File: src/rtl/cache_arbiter.sv
// Arbitrates I-cache fills and D-cache fills/writebacks onto one physical memory port.
// Contention alternates between the two sides, with the data side preferred on a tie after reset.
module cache_arbiter #(
   parameter int ADDR_W = 16,
   parameter int LINE_W = 128
) (
   input  logic              clk,
   input  logic              reset,
   input  logic              i_read,
   input  logic [ADDR_W-1:0] i_address,
   output logic [LINE_W-1:0] i_rdata,
   output logic              i_resp,
   input  logic              d_read,
   input  logic              d_write,
   input  logic [ADDR_W-1:0] d_address,
   input  logic [LINE_W-1:0] d_wdata,
   output logic [LINE_W-1:0] d_rdata,
   output logic              d_resp,
   output logic              pmem_read,
   output logic              pmem_write,
   output logic [ADDR_W-1:0] pmem_address,
   output logic [LINE_W-1:0] pmem_wdata,
   input  logic [LINE_W-1:0] pmem_rdata,
   input  logic              pmem_resp,
   output logic              last_grant_d
);

   typedef enum logic [1:0] {IDLE, SERVE_I, SERVE_D} state_e;

   state_e            state_q, state_d;
   logic [ADDR_W-1:0] addr_q, addr_d;
   logic [LINE_W-1:0] wdata_q, wdata_d;
   logic              wr_q, wr_d;
   logic              lgd_q, lgd_d;
   logic              grant_d, grant_i;

   // On a tie the side that did not win last time is granted.
   always_comb begin
      grant_d = (d_read | d_write) & (~i_read | ~lgd_q);
      grant_i = i_read & ~grant_d;
   end

   always_ff @(posedge clk or posedge reset) begin
      if (reset) begin
         state_q <= IDLE;
         addr_q  <= '0;
         wdata_q <= '0;
         wr_q    <= 1'b0;
         lgd_q   <= 1'b0;
      end else begin
         state_q <= state_d;
         addr_q  <= addr_d;
         wdata_q <= wdata_d;
         wr_q    <= wr_d;
         lgd_q   <= lgd_d;
      end
   end

   always_comb begin
      state_d = state_q;
      case (state_q)
         IDLE: begin
            if (grant_d)      state_d = SERVE_D;
            else if (grant_i) state_d = SERVE_I;
         end
         SERVE_I, SERVE_D: begin
            if (pmem_resp) state_d = IDLE;
         end
         default: state_d = IDLE;
      endcase
   end

   // Grant-time capture; a write wins over a read when both are raised.
   always_comb begin
      addr_d  = addr_q;
      wdata_d = wdata_q;
      wr_d    = wr_q;
      lgd_d   = lgd_q;
      if (state_q == IDLE) begin
         if (grant_d) begin
            addr_d = d_address;
            wr_d   = d_write;
            lgd_d  = 1'b1;
            if (d_write) wdata_d = d_wdata;
         end else if (grant_i) begin
            addr_d = i_address;
            wr_d   = 1'b0;
            lgd_d  = 1'b0;
         end
      end
   end

   always_comb begin
      pmem_read    = 1'b0;
      pmem_write   = 1'b0;
      i_resp       = 1'b0;
      d_resp       = 1'b0;
      pmem_address = addr_q;
      pmem_wdata   = wdata_q;
      i_rdata      = pmem_rdata;
      d_rdata      = pmem_rdata;
      last_grant_d = lgd_q;
      case (state_q)
         SERVE_I: begin
            pmem_read = 1'b1;
            i_resp    = pmem_resp;
         end
         SERVE_D: begin
            pmem_read  = ~wr_q;
            pmem_write = wr_q;
            d_resp     = pmem_resp;
         end
         default: ;
      endcase
   end

endmodule

File: config.mk
export PLATFORM = sky130hd
export DESIGN_NAME = cache_arbiter
export DESIGN_NICKNAME = d
export VERILOG_FILES = /design/src/rtl/cache_arbiter.sv
export SDC_FILE = /design/constraint.sdc
export NUM_CORES = 1
export LEC_CHECK = 0
export CAP_MARGIN = 20
export CORE_AREA = 3 3 270 272
export DETAILED_ROUTE_END_ITERATION = 8
export DIE_AREA = 0 0 273 275
export GPL_ROUTABILITY_DRIVEN = 0
export PLACE_DENSITY = 0.34
export SYNTH_ARGS = -nofsm -noshare
export SYNTH_HDL_FRONTEND = slang
export SYNTH_SLANG_ARGS = --single-unit
File: constraint.sdc
create_clock -name clk -period 10.8 [get_ports clk]
set_input_delay 1.08 -clock clk [delete_from_list [all_inputs] [get_ports clk]]
set_output_delay 1.08 -clock clk [all_outputs]
set_load 0.01 [all_outputs]
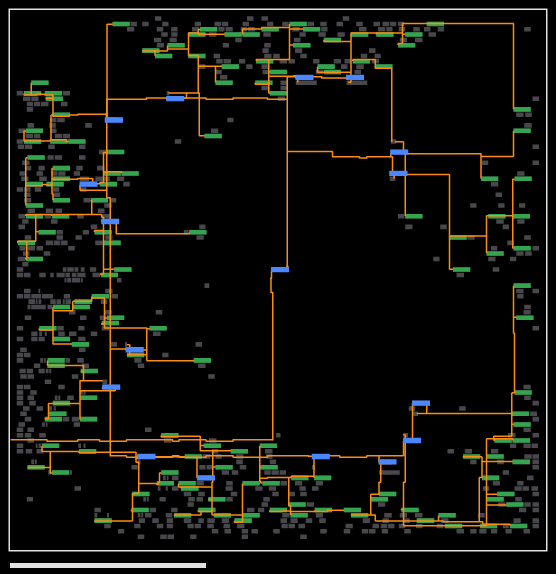
(run_1/clock_wires.png)
The bar under the picture is 100 microns long.
legend:
  orange:
    item: clock wires
    length: 3460 microns
  blue:
    item: clock-net drivers
    count: 17
  green:
    item: flip-flops
    count: 148
routed clock nets: 18
clk latency late pin: 0.46 ns
clock share of power: 21.7%
clock-net power: 0.656 mW
Worst Skew: 0.00982 ns

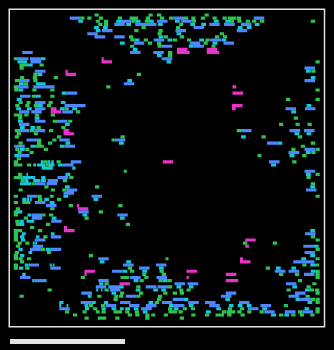
(run_1/class_map.png)
The bar under the picture is 100 microns long.
legend:
  blue:
    class: registers
    cells: 148
    share_of_their_area: 39%
  cyan:
    class: remaining logic cells
    cells: 201
    share_of_their_area: 21%
  magenta:
    class: clock drivers and dummy loads
    cells: 32
    share_of_their_area: 6.4%
  green:
    class: remaining buffers and delay cells
    cells: 320
    share_of_their_area: 34%
core outline area: 0.0710 sq mm
post-route cell area: 0.0106 sq mm
Cell Rows: 98
sequential cell area share: 34.8%
Core Util, Final: 15.0%

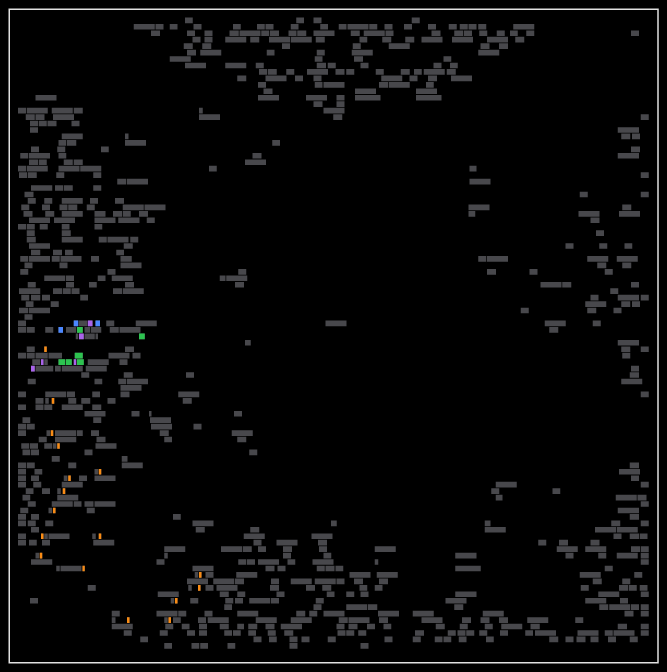
(run_1/gates.png)
legend:
  orange:
    family: nand cells
    cells: 17
    where: bottom left
  green:
    family: non-inverting ao/oa cells
    cells: 6
    where: left middle
  blue:
    family: and/or cells
    cells: 3
  purple:
    family: nor cells
    cells: 5
    where: left middle

## run 1: cell usage after synthesis
cell type    n  area (sq um)
nor3_1       1          5.00
a21oi_1      1          5.00
buf_4      259          1940
o2bb2ai_2    1          15.0
o21a_1       1          7.51
ha_1         3          37.5
nor2_1       2          7.51
o31ai_2      1          12.5
a22o_1       2          17.5
dfrtp_1    148          3700
nor2b_1      2          12.5
buf_8        1          15.0
and2_1       3          18.8
inv_1        3          11.3
a21o_1       2          15.0
o21ai_0     16          80.1
a21oi_2      1          8.76
mux2_2     128          1440
nand2_1     17          63.8
mux2i_1     16           160
clkbuf_1     1          3.75
buf_6       10           113
buf_2        3          15.0
a22o_2       1          10.0
## run 1: kinds of logic (layout without fill, tap and decap cells)
| logic type | Yosys count | count (layout) | share of synthesized area, % |
|---|---|---|---|
| buffers and inverters | 277 | 355 | 27.2 |
| flip-flops | 148 | 148 | 48.0 |
| multiplexers | 144 | 144 | 20.7 |
| AND-OR/OR-AND | 26 | 26 | 2.22 |
| AND/OR/NAND/NOR | 25 | 25 | 1.39 |
| adder cells (fa/ha/maj) | 3 | 3 | 0.486 |
## run 1: area by class of cell
class                   instances  area (sq um)  area share, %
flip-flops and latches        148          3700           34.8
repair buffers                320          3190           30.0
multi-input cells             198          1930           18.2
well taps                     950          1190           11.2
clock buffers                  20           457           4.29
clock inverters                12           151           1.42
inverters                       3          16.3          0.153
## run 1: worst max-delay path, delay by kind of cell
kind	cells	cell delay, ns
mux	1	0.42
compound gates	1	0.59
simple gates	1	0.13
buf+inv	3	2.06
## run 1: registers in the layout (all words and copies together) (netlist names)
name and cells:
pmem_wdata 128, pmem_address 16, state_q 2, last_grant_d 1, wr_q 1
==> metrics.csv, run 1 <==
metric;value;unit
post-synthesis cell type count;24;
Hold Violations, Final;0;
end of the worst hold path;pmem_address[3];
Pwr per Cell Area;285;mW/mm^2
tool warnings;28;
layout cells sized above 1;24.3;%
via/cell ratio;2.72;
number of max-cap violations;0;
Hold WS;0.479;ns
cts repair resizes;0;
crit-path max cell delay;0.80;ns
Reg power frac;33.0;%
Post-Synthesis Cell Area;0.00772;sq mm
reg-to-reg startpoint;state_q[1];
Worst Tran Pin Value;0.940;ns
chip area;0.0751;sq mm
worst vdd ir;0.0000957;V
Synth Seq Share;48.0;%
CTS tree;done;
residual DRC count;0;
post-DP HPWL;20100;microns
Post-CTS Setup Bufs;0;
Max Slew Vio Count;0;
Max Used Layer;met5;
Yosys chip area;0.00772;sq mm
Layout Cells excl Fill;1651;
Hold Crit Class;reg -> reg;
global-route wire length before repair;37200;microns
total CTS buffers;17;
status;completed;
Pwr top;combinational logic;
DR WL met2;12000;microns
post-synth net total;920;
crit path kind;in -> reg;
Total Routed Length;26700;microns
fin crit period;4.10;ns
most numerous logic cells after layout;clkdlybuf4s50_1, dfrtp_1, mux2_2;
==> run_1/ff_map.png <==
The bar under the picture is 100 microns long. Other sequential cells in the stronger gray, the rest of the logic in the fainter gray.
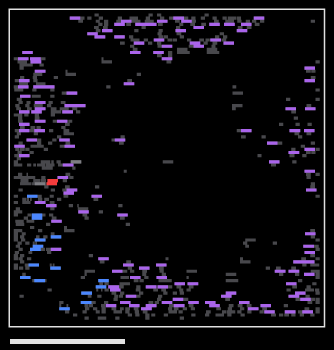

==> inputs of run 2 (changes only) <==
--- a/config.mk
+++ b/config.mk
@@ -6,9 +6,9 @@
 export NUM_CORES = 1
 export LEC_CHECK = 0
 export CAP_MARGIN = 20
-export CORE_AREA = 3 3 270 272
+export CORE_AREA = 3 3 274 276
 export DETAILED_ROUTE_END_ITERATION = 8
-export DIE_AREA = 0 0 273 275
+export DIE_AREA = 0 0 277 279
 export GPL_ROUTABILITY_DRIVEN = 0
 export PLACE_DENSITY = 0.34
 export SYNTH_ARGS = -nofsm -noshare
==> constraint.sdc (replaced) <==
create_clock -name clk -period 3.46 [get_ports clk]
set_input_delay 0.346 -clock clk [delete_from_list [all_inputs] [get_ports clk]]
set_output_delay 0.346 -clock clk [all_outputs]
set_load 0.01 [all_outputs]
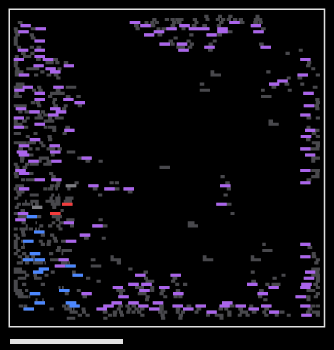
(run_2/ff_map.png)
The bar under the picture is 100 microns long. Other sequential cells in the stronger gray, the rest of the logic in the fainter gray.
legend:
  blue:
    name_in_the_netlist: pmem_address
    sequential_cells: 16
    where: bottom left
  purple:
    name_in_the_netlist: pmem_wdata
    sequential_cells: 128
    where: all over the die
  red:
    name_in_the_netlist: state_q
    sequential_cells: 2
not colored: 2

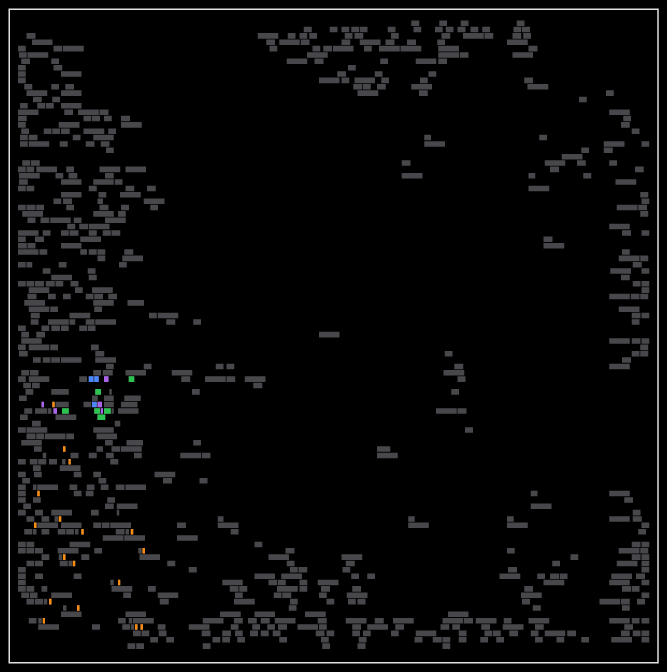
(run_2/gates.png)
legend:
  purple:
    family: nor cells
    cells: 5
    where: left middle
  orange:
    family: nand cells
    cells: 17
    where: bottom left
  blue:
    family: and/or cells
    cells: 3
  green:
    family: non-inverting ao/oa cells
    cells: 6
    where: left middle

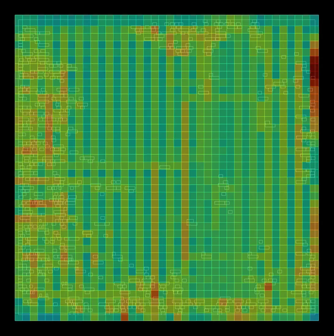
(run_2/congestion_map.png)
Core Util, Final: 14.6%
GR Util met1: 6.75%
Total GRT Usage: 7.33%
GR met2 Demand/Resource: 10.6%
global route hottest layer: met2

==> metrics.csv, run 2 <==
metric;value;unit;change
WP buf/inv;2;;was 3
clk latency late pin;0.49;ns;was 0.46 ns
crit path kind;reg -> out;;was in -> reg
Worst Tran Pin Value;0.807;ns;was 0.940 ns
post-DP HPWL;21300;microns;was 20100 microns
CTS tree;done;;unchanged
core outline area;0.0728;sq mm;was 0.0710 sq mm
Pwr per Cell Area;877;mW/mm^2;was 285 mW/mm^2
via/cell ratio;2.73;;was 2.72
Top-area cell share;48.0;%;unchanged
Total Routed Length;28100;microns;was 26700 microns
max reg flops;128;;unchanged
Max Fclk;0.429;GHz;
synth cell count leaders;buf_4, dfrtp_1, mux2_2, nand2_1;;unchanged
Hold Crit Class;in -> async;;was reg -> reg
Post-Synthesis Cell Area;0.00772;sq mm;unchanged
crit-path max cell delay;0.58;ns;was 0.80 ns
chip area;0.0773;sq mm;was 0.0751 sq mm
total CTS buffers;17;;unchanged
residual DRC count;0;;unchanged
Max Slew Vio Count;0;;unchanged
Worst Skew;0.0261;ns;was 0.00982 ns
layout cells sized above 1;24.4;%;was 24.3%
CP delay by family, top;buffers and inverters;;unchanged
logic area;0.00193;sq mm;unchanged
post-synth net total;920;;unchanged
Synth area leader;dfrtp_1;;unchanged
Post-synth ARST share;100;%;unchanged
Layout Cells excl Fill;1661;;was 1651
status;completed;;unchanged
Reg power frac;33.4;%;was 33.0%
global-route wire length before repair;39200;microns;was 37200 microns
Cell Rows;99;;was 98
most numerous logic cells after layout;clkdlybuf4s50_1, dfrtp_1, mux2_2;;unchanged
top cells by area;dfrtp_1, buf_4, mux2_2;;unchanged
clock share of power;20.6;%;was 21.7%
Flop area;0.00370;sq mm;unchanged
number of max-cap violations;0;;unchanged
cts repair resizes;0;;unchanged
Yosys chip area;0.00772;sq mm;unchanged
Synth Seq Share;48.0;%;unchanged
worst vdd ir;0.000393;V;was 0.0000957 V
post-route cell area;0.0107;sq mm;was 0.0106 sq mm
Dominant flop cell;dfrtp_1;;unchanged
post-synthesis cell type count;24;;unchanged
-- run 2: netlist changes by cell type in the layout (fill, tap and decap cells not counted), sizes merged --
| cell | delta |
|---|---|
| buf | +1 |
| clkbuf | -2 |
| bufinv | -3 |
| clkinv | -2 |
| clkinvlp | +2 |
| inv | +5 |
-- run 2: cells by family (layout without fill, tap and decap cells) --
group	Yosys count	in the layout	share of synthesized area (%)
AOI/OAI and AO/OA	26	26	2.22
adders and majority gates	3	3	0.486
buffers and inverters	277	356	27.2
DFF	148	148	48.0
muxes	144	144	20.7
and+or+nand+nor	25	25	1.39
-- run 2: layout make-up --
type,count,share of cell area [%]
flip-flops and latches,148,34.7
repair buffers,321,30.4
multi-input cells,198,18.1
well taps,959,11.3
clock buffers,18,4.03
clock inverters,14,1.26
inverters,3,0.141
-- run 2: final timing paths --
| path | to | slack, ns | depth (start not counted) | start |
|---|---|---|---|---|
| setup reg to reg | pmem_wdata[109] | 1.34 | 6 | state_q[0] |
| hold / removal | pmem_wdata[37] | 0.33 | 2 | reset |
| min in group clk | pmem_wdata[61] | 0.47 | 2 | d_wdata[61] |
| max in group asynchronous | pmem_wdata[124] | 2.33 | 3 | reset |
| setup / recovery | pmem_read | 1.13 | 5 | state_q[0] |
| hold reg to reg | pmem_address[2] | 0.48 | 2 | pmem_address[2] |
-- run 2: stage by stage --
stage	total power [mW]	utilization (%)	setup WS, ns
floorplan	5.31	-	1.25
global placement	7.58	13.9	1.06
detailed placement	7.57	13.9	1.02
CTS	9.69	14.6	1.06
global route	10.0	14.6	0.997
finish	9.35	14.6	1.13
-- run 2: metal layers --
metal,wire (microns),GRT usage [%],part of all wire (%),vias up
met5,103,0,0.37,-
met4,1680,5.31,6.0,16
met3,5060,6.30,18,149
met2,12100,10.6,43,379
met1,9230,6.75,33,2054
li1,-,-,-,1938
Power figures rest on the tool's default switching activity, not on a simulated workload.
